==> config.mk <==
export PLATFORM = sky130hd
export DESIGN_NAME = mul_sched_flat
export DESIGN_NICKNAME = d
export VERILOG_FILES = /design/src/rtl/mul_pkg.sv /design/src/rtl/mul_sched_if.sv /design/src/rtl/mul_sched_rr_arb2.sv /design/src/rtl/mul_sched.sv /design/src/flat_wrapper.sv
export SDC_FILE = /design/constraint.sdc
export NUM_CORES = 1
export LEC_CHECK = 0
export ABC_CLOCK_PERIOD_IN_PS = 5500
export CAP_MARGIN = 20
export CORE_ASPECT_RATIO = 1.2
export CORE_UTILIZATION = 44
export CTS_BUF_LIST = sky130_fd_sc_hd__clkbuf_16
export DETAILED_ROUTE_END_ITERATION = 10
export PLACE_DENSITY = 0.85
export SYNTH_ARGS = -nofsm -noshare
export SYNTH_HDL_FRONTEND = slang
export SYNTH_SLANG_ARGS = --single-unit
==> constraint.sdc <==
create_clock -name clk -period 5.5 [get_ports clk]
set_clock_uncertainty 0.05 [all_clocks]
set_input_delay 1.1 -clock clk [delete_from_list [all_inputs] [get_ports clk]]
set_output_delay 1.1 -clock clk [all_outputs]
set_load 0.01 [all_outputs]
==> src/rtl/mul_pkg.sv <==
// rtl/mul_pkg.sv - shared types and defaults for the multiply scheduler
package mul_pkg;

    localparam int MUL_XLEN  = 32;
    localparam int MUL_TAG_W = 4;

    typedef enum logic [1:0] {
        OP_MUL    = 2'b00,
        OP_MULH   = 2'b01,
        OP_MULHSU = 2'b10,
        OP_MULHU  = 2'b11
    } mul_op_e;

    typedef enum logic [1:0] {
        S_IDLE  = 2'b00,
        S_ISSUE = 2'b01,
        S_WAIT  = 2'b10,
        S_RESP  = 2'b11
    } sched_state_e;

endpackage

==> src/rtl/mul_sched_if.sv <==
// rtl/mul_sched_if.sv - request/response and multiplier bus of mul_sched
// Signals: req_valid/req_ready/req_op/req_a/req_b/req_tag (2 requesters),
//          resp_valid/resp_ready (per requester), resp_data/resp_tag (shared),
//          mul_a/mul_b/mul_is_signed/mul_stb to the multiplier, mul_o/mul_ack back.
// Modports: slave (scheduler side), master (requesters + multiplier side).
interface mul_sched_if #(
    parameter int XLEN  = 32,
    parameter int TAG_W = 4
);
    logic [1:0]                 req_valid;
    logic [1:0]                 req_ready;
    logic [1:0][1:0]            req_op;
    logic [1:0][XLEN-1:0]       req_a;
    logic [1:0][XLEN-1:0]       req_b;
    logic [1:0][TAG_W-1:0]      req_tag;
    logic [1:0]                 resp_valid;
    logic [1:0]                 resp_ready;
    logic [XLEN-1:0]            resp_data;
    logic [TAG_W-1:0]           resp_tag;
    logic [XLEN-1:0]            mul_a;
    logic [XLEN-1:0]            mul_b;
    logic                       mul_is_signed;
    logic                       mul_stb;
    logic [2*XLEN-1:0]          mul_o;
    logic                       mul_ack;

    modport slave (
        input  req_valid, req_op, req_a, req_b, req_tag, resp_ready, mul_o, mul_ack,
        output req_ready, resp_valid, resp_data, resp_tag, mul_a, mul_b, mul_is_signed, mul_stb
    );

    modport master (
        output req_valid, req_op, req_a, req_b, req_tag, resp_ready, mul_o, mul_ack,
        input  req_ready, resp_valid, resp_data, resp_tag, mul_a, mul_b, mul_is_signed, mul_stb
    );
endinterface

==> src/rtl/mul_sched_rr_arb2.sv <==
// rtl/mul_sched_rr_arb2.sv - two-input round-robin arbiter (module rr_arb2)
// Ports: clk, rst (async, active-high), i_req[1:0] requests,
//        i_take (a grant was consumed this cycle), o_grant[1:0] one-hot grant.
module rr_arb2 (
    input  logic       clk,
    input  logic       rst,
    input  logic [1:0] i_req,
    input  logic       i_take,
    output logic [1:0] o_grant
);
    // r_ptr names the requester that wins a tie.
    logic r_ptr;

    assign o_grant[0] = i_req[0] & (~i_req[1] | ~r_ptr);
    assign o_grant[1] = i_req[1] & (~i_req[0] |  r_ptr);

    always_ff @(posedge clk or posedge rst) begin
        if (rst) begin
            r_ptr <= 1'b0;
        end else if (i_take) begin
            // Hand the tie to whoever did not just win.
            r_ptr <= o_grant[0];
        end
    end
endmodule

==> src/rtl/mul_sched.sv <==
// rtl/mul_sched.sv - two-requester scheduler in front of one shared multiplier
// Ports: clk, rst (async, active-high), bus (mul_sched_if.slave) carrying the
//        request/response handshakes and the external multiplier interface.
// Option: MUL_SCHED_REUSE_EN keeps the last full product and answers a request
//         with matching operands/sign mode without starting the multiplier.
module mul_sched
    import mul_pkg::*;
#(
    parameter int XLEN  = MUL_XLEN,
    parameter int TAG_W = MUL_TAG_W
) (
    input  logic          clk,
    input  logic          rst,
    mul_sched_if.slave    bus
);
    sched_state_e         r_state;
    mul_op_e              r_op;
    logic [XLEN-1:0]      r_a, r_b;
    logic [TAG_W-1:0]     r_tag;
    logic                 r_idx;
    logic [XLEN-1:0]      r_mul_a, r_mul_b;
    logic                 r_mul_is_signed, r_mul_stb;
    logic [1:0]           r_resp_valid;
    logic [XLEN-1:0]      r_resp_data;
    logic [TAG_W-1:0]     r_resp_tag;

    logic [1:0]           w_grant, w_req_ready;
    logic                 w_take, w_sel, w_signed, w_hit;
    mul_op_e              w_op;
    logic [XLEN-1:0]      w_a, w_b;
    logic [2*XLEN-1:0]    w_cache_prod;

    // MULHSU comes from the unsigned product: a negative rs1 contributes
    // -2^XLEN * b, i.e. b must be subtracted from the high half.
    function automatic logic [XLEN-1:0] f_result(input mul_op_e op,
                                                 input logic [2*XLEN-1:0] prod,
                                                 input logic [XLEN-1:0] a,
                                                 input logic [XLEN-1:0] b);
        case (op)
            OP_MUL:    return prod[XLEN-1:0];
            OP_MULHSU: return prod[2*XLEN-1:XLEN] - (a[XLEN-1] ? b : '0);
            default:   return prod[2*XLEN-1:XLEN];
        endcase
    endfunction

    rr_arb2 u_arb (
        .clk     (clk),
        .rst     (rst),
        .i_req   (bus.req_valid),
        .i_take  (w_take),
        .o_grant (w_grant)
    );

    assign w_req_ready = (r_state == S_IDLE && !rst) ? w_grant : 2'b00;
    assign w_take      = |(bus.req_valid & w_req_ready);
    assign w_sel       = w_grant[1];
    assign w_op        = mul_op_e'(bus.req_op[w_sel]);
    assign w_a         = bus.req_a[w_sel];
    assign w_b         = bus.req_b[w_sel];
    assign w_signed    = (w_op == OP_MULH);

`ifdef MUL_SCHED_REUSE_EN
    logic                 r_c_valid, r_c_signed;
    logic [XLEN-1:0]      r_c_a, r_c_b;
    logic [2*XLEN-1:0]    r_c_prod;

    always_ff @(posedge clk or posedge rst) begin
        if (rst) begin
            r_c_valid  <= 1'b0;
            r_c_signed <= 1'b0;
            r_c_a      <= '0;
            r_c_b      <= '0;
            r_c_prod   <= '0;
        end else if (r_state == S_WAIT && bus.mul_ack) begin
            r_c_valid  <= 1'b1;
            r_c_signed <= r_mul_is_signed;
            r_c_a      <= r_mul_a;
            r_c_b      <= r_mul_b;
            r_c_prod   <= bus.mul_o;
        end
    end

    // The low half is identical for signed and unsigned products, so MUL
    // can reuse a product taken in either mode.
    assign w_hit        = r_c_valid && r_c_a == w_a && r_c_b == w_b &&
                          (w_op == OP_MUL || r_c_signed == w_signed);
    assign w_cache_prod = r_c_prod;
`else
    assign w_hit        = 1'b0;
    assign w_cache_prod = '0;
`endif

    always_ff @(posedge clk or posedge rst) begin
        if (rst) begin
            r_state         <= S_IDLE;
            r_op            <= OP_MUL;
            r_a             <= '0;
            r_b             <= '0;
            r_tag           <= '0;
            r_idx           <= 1'b0;
            r_mul_a         <= '0;
            r_mul_b         <= '0;
            r_mul_is_signed <= 1'b0;
            r_mul_stb       <= 1'b0;
            r_resp_valid    <= 2'b00;
            r_resp_data     <= '0;
            r_resp_tag      <= '0;
        end else begin
            case (r_state)
                S_IDLE: begin
                    if (w_take) begin
                        r_op  <= w_op;
                        r_a   <= w_a;
                        r_b   <= w_b;
                        r_tag <= bus.req_tag[w_sel];
                        r_idx <= w_sel;
                        if (w_hit) begin
                            r_resp_data  <= f_result(w_op, w_cache_prod, w_a, w_b);
                            r_resp_tag   <= bus.req_tag[w_sel];
                            r_resp_valid <= 2'b01 << w_sel;
                            r_state      <= S_RESP;
                        end else begin
                            r_mul_a         <= w_a;
                            r_mul_b         <= w_b;
                            r_mul_is_signed <= w_signed;
                            r_mul_stb       <= 1'b1;
                            r_state         <= S_ISSUE;
                        end
                    end
                end
                S_ISSUE: begin
                    r_mul_stb <= 1'b0;
                    r_state   <= S_WAIT;
                end
                S_WAIT: begin
                    if (bus.mul_ack) begin
                        r_resp_data  <= f_result(r_op, bus.mul_o, r_a, r_b);
                        r_resp_tag   <= r_tag;
                        r_resp_valid <= 2'b01 << r_idx;
                        r_state      <= S_RESP;
                    end
                end
                S_RESP: begin
                    if (bus.resp_ready[r_idx]) begin
                        r_resp_valid <= 2'b00;
                        r_state      <= S_IDLE;
                    end
                end
                default: r_state <= S_IDLE;
            endcase
        end
    end

    assign bus.req_ready     = w_req_ready;
    assign bus.resp_valid    = r_resp_valid;
    assign bus.resp_data     = r_resp_data;
    assign bus.resp_tag      = r_resp_tag;
    assign bus.mul_a         = r_mul_a;
    assign bus.mul_b         = r_mul_b;
    assign bus.mul_is_signed = r_mul_is_signed;
    assign bus.mul_stb       = r_mul_stb;
endmodule

==> src/flat_wrapper.sv <==
// flat-port wrapper written by rule: the top's interface ports become plain ports
module mul_sched_flat import mul_pkg::*;
#(
    parameter int XLEN  = MUL_XLEN,
    parameter int TAG_W = MUL_TAG_W
)
  (clk, rst, bus_req_valid, bus_req_op, bus_req_a, bus_req_b, bus_req_tag, bus_resp_ready, bus_mul_o, bus_mul_ack, bus_req_ready, bus_resp_valid, bus_resp_data, bus_resp_tag, bus_mul_a, bus_mul_b, bus_mul_is_signed, bus_mul_stb);
  mul_sched_if #(.XLEN(XLEN), .TAG_W(TAG_W)) bus_i ();
  input  logic clk;
  input  logic rst;
  input wire logic [$bits(bus_i.req_valid)-1:0] bus_req_valid;
  input wire logic [$bits(bus_i.req_op)-1:0] bus_req_op;
  input wire logic [$bits(bus_i.req_a)-1:0] bus_req_a;
  input wire logic [$bits(bus_i.req_b)-1:0] bus_req_b;
  input wire logic [$bits(bus_i.req_tag)-1:0] bus_req_tag;
  input wire logic [$bits(bus_i.resp_ready)-1:0] bus_resp_ready;
  input wire logic [$bits(bus_i.mul_o)-1:0] bus_mul_o;
  input wire logic [$bits(bus_i.mul_ack)-1:0] bus_mul_ack;
  output wire logic [$bits(bus_i.req_ready)-1:0] bus_req_ready;
  output wire logic [$bits(bus_i.resp_valid)-1:0] bus_resp_valid;
  output wire logic [$bits(bus_i.resp_data)-1:0] bus_resp_data;
  output wire logic [$bits(bus_i.resp_tag)-1:0] bus_resp_tag;
  output wire logic [$bits(bus_i.mul_a)-1:0] bus_mul_a;
  output wire logic [$bits(bus_i.mul_b)-1:0] bus_mul_b;
  output wire logic [$bits(bus_i.mul_is_signed)-1:0] bus_mul_is_signed;
  output wire logic [$bits(bus_i.mul_stb)-1:0] bus_mul_stb;
  assign bus_i.req_valid = bus_req_valid;
  assign bus_i.req_op = bus_req_op;
  assign bus_i.req_a = bus_req_a;
  assign bus_i.req_b = bus_req_b;
  assign bus_i.req_tag = bus_req_tag;
  assign bus_i.resp_ready = bus_resp_ready;
  assign bus_i.mul_o = bus_mul_o;
  assign bus_i.mul_ack = bus_mul_ack;
  assign bus_req_ready = bus_i.req_ready;
  assign bus_resp_valid = bus_i.resp_valid;
  assign bus_resp_data = bus_i.resp_data;
  assign bus_resp_tag = bus_i.resp_tag;
  assign bus_mul_a = bus_i.mul_a;
  assign bus_mul_b = bus_i.mul_b;
  assign bus_mul_is_signed = bus_i.mul_is_signed;
  assign bus_mul_stb = bus_i.mul_stb;
  mul_sched #(.XLEN(XLEN), .TAG_W(TAG_W)) u_core (.clk(clk), .rst(rst), .bus(bus_i));
endmodule
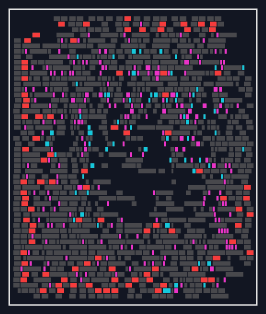
(gate families picked out)
Drawn at 2 px/um.
family	colour	cells	most used
NAND gates	magenta	201	nand2_1
NOR gates	cyan	63	nor2_1
multiplexers	red	92	mux2i_1
dominant logic cell type in the layout: clkdlybuf4s50_1
combinational share of cell area: 39.0%
final std cells w/o fill: 1,404

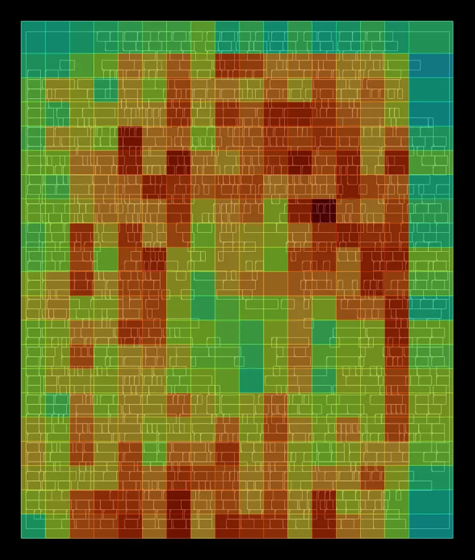
(routing congestion)
DR WL/cell: 18.3 um
GRT busiest layer: met2
total track usage: 29.1%
met1 usage: 33.2%
met2 global-route usage: 50.5%

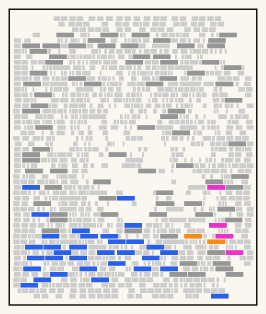
(sequential cells grouped by signal name)
Drawn at 2 px/um. Other sequential cells in the stronger grey, the rest of the logic in the fainter grey.
name in the netlist	colour	flops
u_core.bus.resp_tag	magenta	4
u_core.r_state	orange	2
u_core.r_a	blue	32
not coloured	76

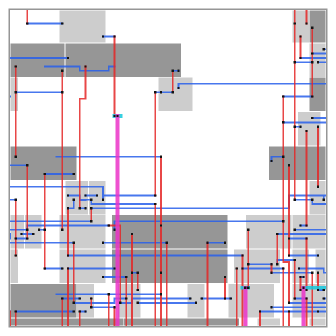
(close-up of the layout)
Region (49, 32) to (74, 57) um. Cells in grey, sequential cells in the stronger grey; small squares are vias.
layer	colour
metal 1	blue
metal 4	magenta
metal 2	red
metal 3	cyan
netlist names of flops here include	u_core.r_a (3), u_core.bus.resp_data (2)
most frequent	nand2_1 (6)
cells with their middle in the window	26
sequential cells in the window	5

==> impl_metrics.csv <==
group,metric,value,unit
grt,met3_usage,6.72,%
sta,final.setup.tns,0,ps
synthesis,topCellsByArea,"dfrtp_1 37%, mux2i_1 11%, nand2_1 8.1%, o21ai_0 7.9%, ha_1 7.1%",
clock_network,cts_buffer_depth,2,
sta,hold_viol_final,0,
clock_network,clock-sinks,114,
sta,relSlewSlack,29.1,%
routing,dr.pass1.iters,5,
finish,fin_area,11600,um^2
sta,max_freq,0.250,GHz
sta,rsz0062_at_grt,"no",
grt,grt_pass1_vias,8036,
power_and_ir_drop,finalPower,5.72,mW
finish,antenna_cells,0,
die,fp-row-count,52,
grt,antenna_found_initial,0,
clock_network,cts_setup_buffers,0,
synthesis,yosysSeqAreaShare,36.9,%
sta,worst_pin_slew,1060,ps
hold_path,whs_path_depth,2,
setup_path,crit_arrival,2860,ps
grt,grt_pass1_wl,40.4,mm
hold_path,min_path_type,"reg2reg",
routing,viasPerCell,5.58,
setup_path,worst-setup-path-type,"in2out",
die,floorplan.die_area,18100,um^2
routing,drc,0,
finish,num-fill-cells,1384,
setup_path,cp.required,4350,ps
run_status,status,"finished, final reports clean",
placed_design,place_area,11000,um^2
synthesis,edf_count,0,
synthesis,top_cell_area_share,36.9,%
clock_network,root_buffer,"clkbuf_16",
power_and_ir_drop,pwr_density_cell,494,nW/um^2
synthesis,fp_nets,1145,
routing,drt_iter0_markers,433,
finish,mostFrequentLayoutCells,"316 x clkdlybuf4s50_1, 166 x nand2_1, 121 x o21ai_0, 113 x dfrtp_1, 86 x mux2i_1",
clock_network,clk_latency,420,ps
job,maxCapViolations,0,
power_and_ir_drop,peakVddDrop,0.292,mV
grt,grt_max_degree,100,
synthesis,ys_cells,889,
synthesis,syn_inst,889,
placed_design,dp.final_hpwl,19.3,mm
sta,setup_slack,1490,ps
placed_design,routabilityCongestion,0.955,
synthesis,yosys_area,7720,um^2
sta,slew_violations,0,
setup_path,end_kind,"output port",
job,warnings,38,
placed_design,portBuffers,316,
placed_design,preCtsSetupSlack,1470,ps
sta,setup_violations,0,
clock_network,cts_resized,0,
finish,area_growth,49.9,%
synthesis,avgSynthCellArea,8.69,um^2
die,chipHeight,147,um
die,fp.dieW,123,um
routing,wirelength,25.6,mm
synthesis,synthArstFlopShare,100,%
clock_network,cts_hold_buf,0,
clock_network,cts_max_level,4,
synthesis,syn_area,7720,um^2
die,core_area,17000,um^2
clock_network,clkTransAtPathRegs,60,ps
synthesis,synth_cell_types,72,
grt,overflow,0,
power_and_ir_drop,power_leakage,5.10,nW
sta,min_period,4010,ps
synthesis,ff_type,"dfrtp_1",
clock_network,tritoncts,"built",
finish,drive_gt1_share,5.81,%
sta,finalCritPeriodShare,72.8,%
synthesis,synth_flops,114,
routing,vias,7839,
clock_network,numCtsBuffers,17,
setup_path,r2r_cells,9,
synthesis,top_area_cell,"dfrtp_1",
finish,num-nets-final,1431,
die,io_pins,317,
die,core_util_floorplan,45.3,%
routing,ant_nets,0,
synthesis,ys_warn_count,0,
setup_path,startpoint_type,"input port",
setup_path,cp_max_fo,22,
==> synth_stat cells, drive strengths merged (4+ instances only) <==
cell type / count
nand3b: 5
xor2: 10
a211o: 4
dfrtp: 114
a211oi: 13
ha: 44
xnor2: 11
a21oi: 45
and2: 5
o21a: 4
and3: 4
mux2i: 86
mux2: 6
or3: 4
o21bai: 4
a221oi: 11
a221o: 4
nand4: 10
nor2: 44
buf: 22
nand2: 167
o21ai: 124
nand3: 16
inv: 22
nor2b: 8
o22ai: 4
clkbuf: 37
o31ai: 6
nor3: 8
a21o: 12
a31oi: 4
==> through the flow <==
stage,cells,hold slack (ps),util (%)
floorplan,889,387,-
global placement,1372,394,64.4
detailed placement,1372,403,64.4
CTS,1404,418,67.9
global route,1404,438,67.9
finish,1404,416,67.9
==> path summary, 6_finish.rpt <==
check	startpoint	end	slack, ps
worst max-delay path	bus_req_valid[0]	bus_req_ready[1]	1490
worst min-delay path	u_core.r_tag[2]	u_core.bus.resp_tag[2]	420
worst max register to register	u_core.r_a[31]	u_core.bus.resp_data[21]	2130
worst min register to register	u_core.r_tag[2]	u_core.bus.resp_tag[2]	420
max in group asynchronous	rst	u_core.r_a[20]	3350
min in group asynchronous	rst	u_core.r_a[13]	1110
==> critical path, stage by stage <==
cell and delay [ps]:
clkdlybuf4s50_1 480, inv_1 70, o21ai_4 110, buf_4 330, nand2b_1 200, inv_1 90, clkdlybuf4s50_1 480
==> layout make-up <==
class                           instances  area [um^2]  area share (%)
Inverter                               22         85.1           0.735
Sequential cell                       114         2850            24.6
Multi-Input combinational cell        694         4510            39.0
Clock inverter                         15          181            1.57
Timing Repair Buffer                  326         3250            28.1
Clock buffer                           17          425            3.67
Tap cell                              216          270            2.33
==> report_power, final <==
part | total [mW] | switching, mW | internal, mW
Combinational | 3.03 | 1.58 | 1.45
Clock | 1.16 | 0.438 | 0.718
Sequential | 1.54 | 0.298 | 1.24
Total | 5.72 | 2.32 | 3.41
==> sequential cells by signal (all words and copies together) (netlist names), 2 cells and up <==
name	cells
u_core.r_op	2
u_core.r_b	32
u_core.bus.resp_valid	2
u_core.bus.resp_data	32
u_core.r_tag	4
u_core.r_a	32
u_core.bus.resp_tag	4
u_core.r_state	2
==> cells by family (layout without fill, tap and decap cells) <==
family                     after synthesis  after routing  synth area share (%)
AOI/OAI and AO/OA                      255            255                  20.5
xor gates and xnor gates                21             21                  2.38
adders and majority gates               45             45                  7.39
buffers and inverters                   81            380                  4.84
DFF                                    114            114                  36.9
muxes                                   92             92                  12.0
and+or+nand+nor                        281            281                  15.9
==> per-layer routing <==
metal / wire [um] / share of wire [%]
met1: 10100 / 39
met2: 12900 / 50
met3: 1690 / 6.6
met4: 1010 / 4.0
met5: 0 / 0
